--- src/rtl/alu_arbiter_pkg.sv ---
// Shared types and constants for the ALU arbiter and its ALU.
package alu_arbiter_pkg;

  typedef enum logic {
    IDLE = 1'b0,
    HOLD = 1'b1
  } state_t;

  typedef logic [2:0] op_t;

  localparam int  DEFAULT_WIDTH = 16;

  localparam op_t OP_ADD     = 3'd0;
  localparam op_t OP_SUB     = 3'd1;
  localparam op_t OP_AND     = 3'd2;
  localparam op_t OP_OR      = 3'd3;
  localparam op_t OP_XOR     = 3'd4;
  localparam op_t OP_SHL     = 3'd5;
  localparam op_t OP_SHR     = 3'd6;
  localparam op_t OP_ILLEGAL = 3'd7;

endpackage

--- src/rtl/alu_arbiter_alu.sv ---
// Combinational ALU: add, sub, and, or, xor, shift left, shift right.
// Shift amounts use the low log2(WIDTH) bits of b; illegal opcodes give 0.
module alu_arbiter_alu
  import alu_arbiter_pkg::*;
#(
  parameter int WIDTH = DEFAULT_WIDTH
) (
  input  logic [WIDTH-1:0] a,
  input  logic [WIDTH-1:0] b,
  input  logic [2:0]       op,
  output logic [WIDTH-1:0] res
);

  localparam int SW = (WIDTH > 1) ? $clog2(WIDTH) : 1;

  logic [SW-1:0] sh;
  assign sh = b[SW-1:0];

  // Opcode decode
  always_comb begin
    res = '0;
    case (op)
      OP_ADD:  res = a + b;
      OP_SUB:  res = a - b;
      OP_AND:  res = a & b;
      OP_OR:   res = a | b;
      OP_XOR:  res = a ^ b;
      OP_SHL:  res = a << sh;
      OP_SHR:  res = a >> sh;
      default: res = '0;
    endcase
  end

endmodule

--- src/rtl/alu_arbiter.sv ---
// Round-robin arbiter sharing one ALU among NREQ requesters. One result
// register; a new request can be accepted in the same cycle the current
// owner consumes its result, so back-to-back traffic runs at 1 op/cycle.
module alu_arbiter
  import alu_arbiter_pkg::*;
#(
  parameter int WIDTH = DEFAULT_WIDTH,
  parameter int NREQ  = 2
) (
  input  logic                       clk,
  input  logic                       rst_n,
  input  logic [NREQ-1:0]            req_valid,
  output logic [NREQ-1:0]            req_ready,
  input  logic [NREQ-1:0][WIDTH-1:0] req_a,
  input  logic [NREQ-1:0][WIDTH-1:0] req_b,
  input  logic [NREQ-1:0][2:0]       req_op,
  output logic [NREQ-1:0]            rsp_valid,
  input  logic [NREQ-1:0]            rsp_ready,
  output logic [WIDTH-1:0]           rsp_res,
  output logic                       rsp_err
);

  localparam int IW = (NREQ > 1) ? $clog2(NREQ) : 1;
  localparam logic [IW-1:0] LAST = IW'(NREQ - 1);

  state_t          state, state_d;
  logic [IW-1:0]   owner, last_grant, win;
  logic            found, can_accept, xfer;
  logic [WIDTH-1:0] res_q, alu_res;
  logic            err_q;
  op_t             op_sel;

  // Round-robin search starting just after the last granted requester
  always_comb begin
    found = 1'b0;
    win   = '0;
    for (int k = 1; k <= NREQ; k++) begin
      int idx;
      idx = int'(last_grant) + k;
      if (idx >= NREQ) idx = idx - NREQ;
      if (!found && req_valid[idx]) begin
        found = 1'b1;
        win   = IW'(idx);
      end
    end
  end

  // Accept when the result register is free or is being drained this cycle
  always_comb begin
    can_accept = (state == IDLE) || rsp_ready[owner];
    req_ready  = '0;
    if (rst_n && found && can_accept) req_ready[win] = 1'b1;
  end

  assign xfer   = |(req_valid & req_ready);
  assign op_sel = req_op[win];

  alu_arbiter_alu #(.WIDTH(WIDTH)) u_alu (
    .a   (req_a[win]),
    .b   (req_b[win]),
    .op  (op_sel),
    .res (alu_res)
  );

  // State register
  always_ff @(posedge clk or negedge rst_n) begin
    if (!rst_n) state <= IDLE;
    else        state <= state_d;
  end

  // Next state: fill on transfer, empty when owner consumes without refill
  always_comb begin
    state_d = state;
    if (xfer)                                  state_d = HOLD;
    else if (state == HOLD && rsp_ready[owner]) state_d = IDLE;
  end

  // Result register, owner and round-robin pointer; all load only on transfer
  always_ff @(posedge clk or negedge rst_n) begin
    if (!rst_n) begin
      res_q      <= '0;
      err_q      <= 1'b0;
      owner      <= '0;
      last_grant <= LAST;
    end else if (xfer) begin
      res_q      <= (op_sel == OP_ILLEGAL) ? '0 : alu_res;
      err_q      <= (op_sel == OP_ILLEGAL);
      owner      <= win;
      last_grant <= win;
    end
  end

  // Route valid to the owner only; result bus is driven straight from the register
  always_comb begin
    rsp_valid = '0;
    if (state == HOLD) rsp_valid[owner] = 1'b1;
  end

  assign rsp_res = res_q;
  assign rsp_err = err_q;

endmodule

--- config.mk ---
export PLATFORM = sky130hd
export DESIGN_NAME = alu_arbiter
export DESIGN_NICKNAME = d
export VERILOG_FILES = /design/src/rtl/alu_arbiter_pkg.sv /design/src/rtl/alu_arbiter_alu.sv /design/src/rtl/alu_arbiter.sv
export SDC_FILE = /design/constraint.sdc
export NUM_CORES = 1
export LEC_CHECK = 0
export CAP_MARGIN = 10
export CORE_MARGIN = 3
export CORE_UTILIZATION = 49
export DETAILED_ROUTE_END_ITERATION = 8
export GPL_TIMING_DRIVEN = 0
export HOLD_SLACK_MARGIN = 0.15
export PLACE_DENSITY = 0.79
export SYNTH_ARGS = -nofsm -noshare
export SYNTH_HDL_FRONTEND = slang
export SYNTH_SLANG_ARGS = --single-unit
--- constraint.sdc ---
create_clock -name clk -period 3.6 [get_ports clk]
set_input_delay 1.08 -clock clk [delete_from_list [all_inputs] [get_ports clk]]
set_output_delay 1.08 -clock clk [all_outputs]
set_load 0.005 [all_outputs]
==> run summary <==
Notes from the flow run.

Finish:
- The run puts the proportion of final cell area spent on non-clock buffers at 24.1%.
- The run gives the number of inserted filler cells in the final layout as ~700.
- The number of antenna diodes in the final layout is 0.
- In the layout the commonest cells are 83 x clkdlybuf4s50_1, 76 x nand2_1, 75 x mux2i_1.
- The run puts the net count of the finished layout at about 940.
- The run gives the area of the multi-input gates as around 4700 µm².
- Per the layout area report, the register area comes to between 500 and 600 µm².
- The run gives the count of non-CTS buffers in the layout as between 150 and 200.
- The library cell used most frequently in the layout, excluding fill and tap cells, is clkdlybuf4s50_1.
- Per the run report, area growth between synthesis and finish was 49.2%.
- The run gives the clock buffer count in the final layout as 3.
- The run puts the number of multi-input combinational cells at about 560.
- The run puts the number of flip-flops and latches at 20.
- The run puts the flip-flop and latch share of the layout cell area at under 10%.
- The run puts the proportion of layout cells with a drive suffix above 1 at 25.9%.
- The run gives the proportion of cell area occupied by multi-input gates as 63.9%.
- Looking at the area split, the leading class of cells is multi-input combinational cells.

Synth:
- The post-synth register bit count is 20.
- By area the synthesized netlist is led by mux2i_1 16%, ha_1 12%, dfrtp_1 9.6%, nand2_1 6.0%, a21oi_1 4.7%.
- The run gives the chip area in the Yosys report as 4940 µm².
- The run gives the mean cell area of the mapped netlist as 7.47 µm².
- The run gives the post-synthesis cell area as 4940 µm².
- The run gives the number of distinct library cell variants in the gate-level netlist after synthesis as 64.
- The run puts the number of enable flip-flop cells at 0.
- The run puts the number of cell instances after yosys synthesis at 662.
- The run puts the count of yosys warnings during synthesis at 0.
- The run puts the post-synthesis instance total at approximately 660.
- The run gives the number of nets at floorplan as 786.
- The top cell type by area accounts for 16.4% of the synthesized area.
- Counting flops with an async set or reset pin after synthesis yields a share of 100%.
- The run gives the part of the Yosys area used for sequential elements as 10.1%.

Route:
- The run gives the post-detailed-route wirelength per cell as 25.1 µm.
- The run puts the final routed wirelength across all metal layers at 23.9 mm.
- The final route contains about 6300 vias.
- The run puts the detailed-router iteration count before antenna repair at 6.
- After detailed routing, the number of vias per cell comes to 6.64.
- The run gives the number of nets with antenna violations after routing as 0.
- The run gives the iteration-0 DRC count of the detailed router as 721.
- The run gives the final routed DRC violation total as 0.

Global routing:
- The run gives the number of global-route vias before repair as roughly 6100.
- The run gives the wire length of the first global-routing pass as 34.2 mm.
- Entering global routing, the biggest net connects 23 pins.
- The global route stage reports its total congestion overflow as 0.
- The run gives the initial antenna violation count as 0.
- In the global route stage, overall resource usage came out at 39.0%.

CTS:
- Per the CTS log, the maximum H-tree level is 1.
- Clock tree synthesis inserted a total of 3 buffers.
- The run gives the root buffer selected by CTS as clkbuf_8.
- The run gives the number of buffers on the longest clock path as 2.
- The run gives the count of hold buffers inserted by post-cts repair as 0.
- The run gives the clock latency on the worst-skew pair as 0.27 ns.
- The run puts the clock-pin slew on the worst setup and hold paths at 0.08 ns.
- The run gives the CTS tree as yes.

Final timing:
- The run puts the max-slew violation count at 0.
- The run gives the post-layout minimum cycle time as 4.30 ns.
- The run puts the ratio of final minimum period to clock period at 119%.
- The run gives the worst hold slack as 0.506 ns.
- The run puts the relative max-transition margin at 49.3%.
- The run puts the highest clock rate at 0.233 GHz.
- The run gives the total of endpoints with negative setup slack in the final report as 15.
- After layout, the setup clock skew is reported as around 0.0037 ns.
- Looking at the max-slew report, the worst-margin pin has a slew of 0.740 ns.
- The run gives the final worst slack as -0.697 ns.
- Setup repair after global routing could not meet its margin everywhere.
- For reference, the final report shows the hold violation count at 0.

Power and ir drop:
- The run puts the power per unit of standard cell area at 400 nW/µm².
- The run puts the clock share of power at slightly below 8%.
- The switching portion of total power comes to between 40% and 50%.
- The run gives the combinational share of power as about four fifths.
- The run gives the internal power of the cells as between 1500 and 2000 µW.
- The run gives the maximum vdd drop as 0.344 mV.
- The flow reports that sequential cells draw 12.2% of the design power.
- The run gives the static leakage as about 0.0033 µW.
- The net switching power in the latest report is 1400 µW.

Setup path:
- The run gives the required arrival time at the worst endpoint as approximately 3.8 ns.
- STA classifies the critical path endpoint as a register.
- The critical path maximum fanout is 6.
- For the worst flop-to-flop path, the logic depth is 15.
- The run gives the kind of start point of the critical path as a primary input.
- The critical path in this run is classified as in -> reg.

Die:
- The run gives the well-tap cell count as 133.
- The share of the core area taken by cells at floorplan is 50.6%.
- The run gives the total die size as 11300 µm².
- For this design the top-level I/O count stands at 97.

Run:
- OpenROAD emitted warnings numbering 46.
- The run gives the total of max-cap violations as 0.

Placed design:
- The run puts the final weighted congestion in routability-driven placement at 0.966.
- The run puts the post-detailed-placement cell area at 6110 µm².
- The run puts the detailed-placement wirelength estimate at around 17 mm.
- The placement report lists the number of port buffers as 95.
- The run puts the post-placement worst setup slack at -2.25 ns.

Status:
- The final reports fail on negative setup slack.
- The run finished, with violations left.

Min path:
- The run gives the worst min-delay path category as reg -> reg.
- The run puts the cell count of the worst hold path at 2.
power by group through the flow:
stage,registers [µW],clock network (µW),logic (µW)
3_5_place_dp,356,0,1670
5_1_grt,366,240,2470
4_1_cts,354,235,2040
2_1_floorplan,355,0,1030
3_3_place_gp,352,0,1630
6_report,360,232,2360
Yosys cell counts (7+ instances only):
| library cell | n |
|---|---|
| mux2_2 | 11 |
| clkbuf_1 | 10 |
| o21ai_0 | 21 |
| nand2_1 | 79 |
| ha_1 | 47 |
| nor2_1 | 44 |
| a21oi_1 | 46 |
| dfrtp_1 | 19 |
| nor2b_1 | 14 |
| o211ai_1 | 10 |
| mux2i_1 | 81 |
| buf_2 | 15 |
| nand3_1 | 13 |
| buf_1 | 7 |
| and2_1 | 12 |
| a22oi_1 | 15 |
| a21o_1 | 7 |
| nor3_1 | 18 |
| a211oi_1 | 28 |
| o22ai_1 | 11 |
| inv_1 | 34 |
| xnor2_1 | 22 |
| nand2b_1 | 9 |
routing by layer:
metal	vias to the layer above	track usage [%]	wire length (µm)
met4	0	15.9	1310
li1	2749	-	-
met5	-	0	0
met3	99	6.56	2190
met2	414	62.7	11000
met1	3057	51.8	9350
critical path, stage by stage:
cell	delay, ns
buf_8	0.11
a21bo_4	0.26
buf_12	0.16
mux2_4	0.33
and2_4	0.19
a21oi_2	0.18
xnor2_1	0.10
ha_2	0.43
inv_1	0.10
a221oi_4	0.30
o31ai_4	0.15
a22oi_2	0.22
a21o_1	0.23
a2111oi_4	0.09
o31a_1	0.30
a211o_1	0.22
stage by stage:
step	instances	TNS, ns	utilization, %	total power [µW]
6_report	952	-6.37	75.5	2950
4_1_cts	926	-4.41	71.4	2620
5_1_grt	952	-7.06	75.5	3070
2_1_floorplan	662	-4.54	-	1380
3_5_place_dp	890	-29.51	62.5	2020
3_3_place_gp	890	-27.94	62.5	1980
flip-flops by register name (all words and copies together), names as in the netlist:
register / flops
state: 1
rsp_res: 16
rsp_err: 1
owner: 1
last_grant: 1
logic make-up after synthesis:
kind of cell / count (synthesis) / synth area share [%]
simple gates: 205 / 19.1
compound gates: 189 / 26.6
mux: 96 / 20.2
buf+inv: 78 / 7.06
fa+ha+maj: 48 / 12.3
xor+xnor: 26 / 4.61
flops: 20 / 10.1
timing repair:
| item | CTS | global route |
|---|---|---|
| endpoints found under the hold margin | 0 | 0 |
| pin swaps | 45 | 36 |
| gates resized | 144 | 53 |
| endpoints found under the setup margin | 18 | 17 |
| setup buffers | 35 | 28 |
final timing paths:
check	endpoint	slack, ns	start
worst max-delay path	rsp_res[13]$_DFFE_PN0P_	-0.70	req_valid[0]
worst min-delay path	rsp_res[5]$_DFFE_PN0P_	0.51	rsp_res[5]$_DFFE_PN0P_
worst max register to register	rsp_res[13]$_DFFE_PN0P_	-0.35	last_grant$_DFFE_PN1P_
worst min register to register	rsp_res[5]$_DFFE_PN0P_	0.51	rsp_res[5]$_DFFE_PN0P_
max in group asynchronous	last_grant$_DFFE_PN1P_	2.46	rst_n
min in group asynchronous	rsp_res[5]$_DFFE_PN0P_	0.77	rst_n
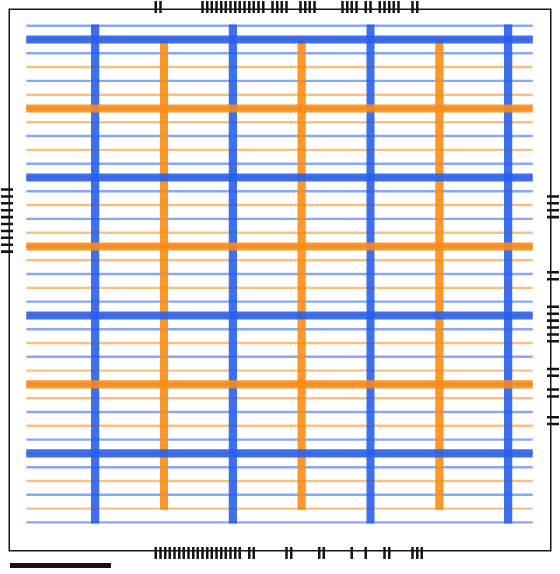
power_grid.png
The bar under the picture is 20 µm long. Pins as bars on the die edge.
VSS -> blue
VDD -> orange
signal pins = 97
met4 straps = 7
met1 rails = 37
met5 straps = 7
rows = 36
standard cell core area: 9770 µm²
floorplan die width: 106 µm
DIE HEIGHT: 106 µm

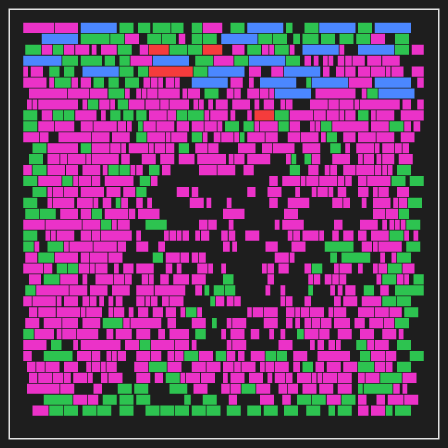
placement_by_type.png
combinational and other logic -> magenta  # cells 603
remaining buffers and delay cells -> green  # cells 192
clock drivers and dummy loads -> red  # cells 4
sequential cells -> blue  # cells 20
total non-filler cell area in the finished layout: 7380 µm²
FP Rows: 36
Post-Route Utilization: 75.5%

Power figures rest on the tool's default switching activity, not on a simulated workload.
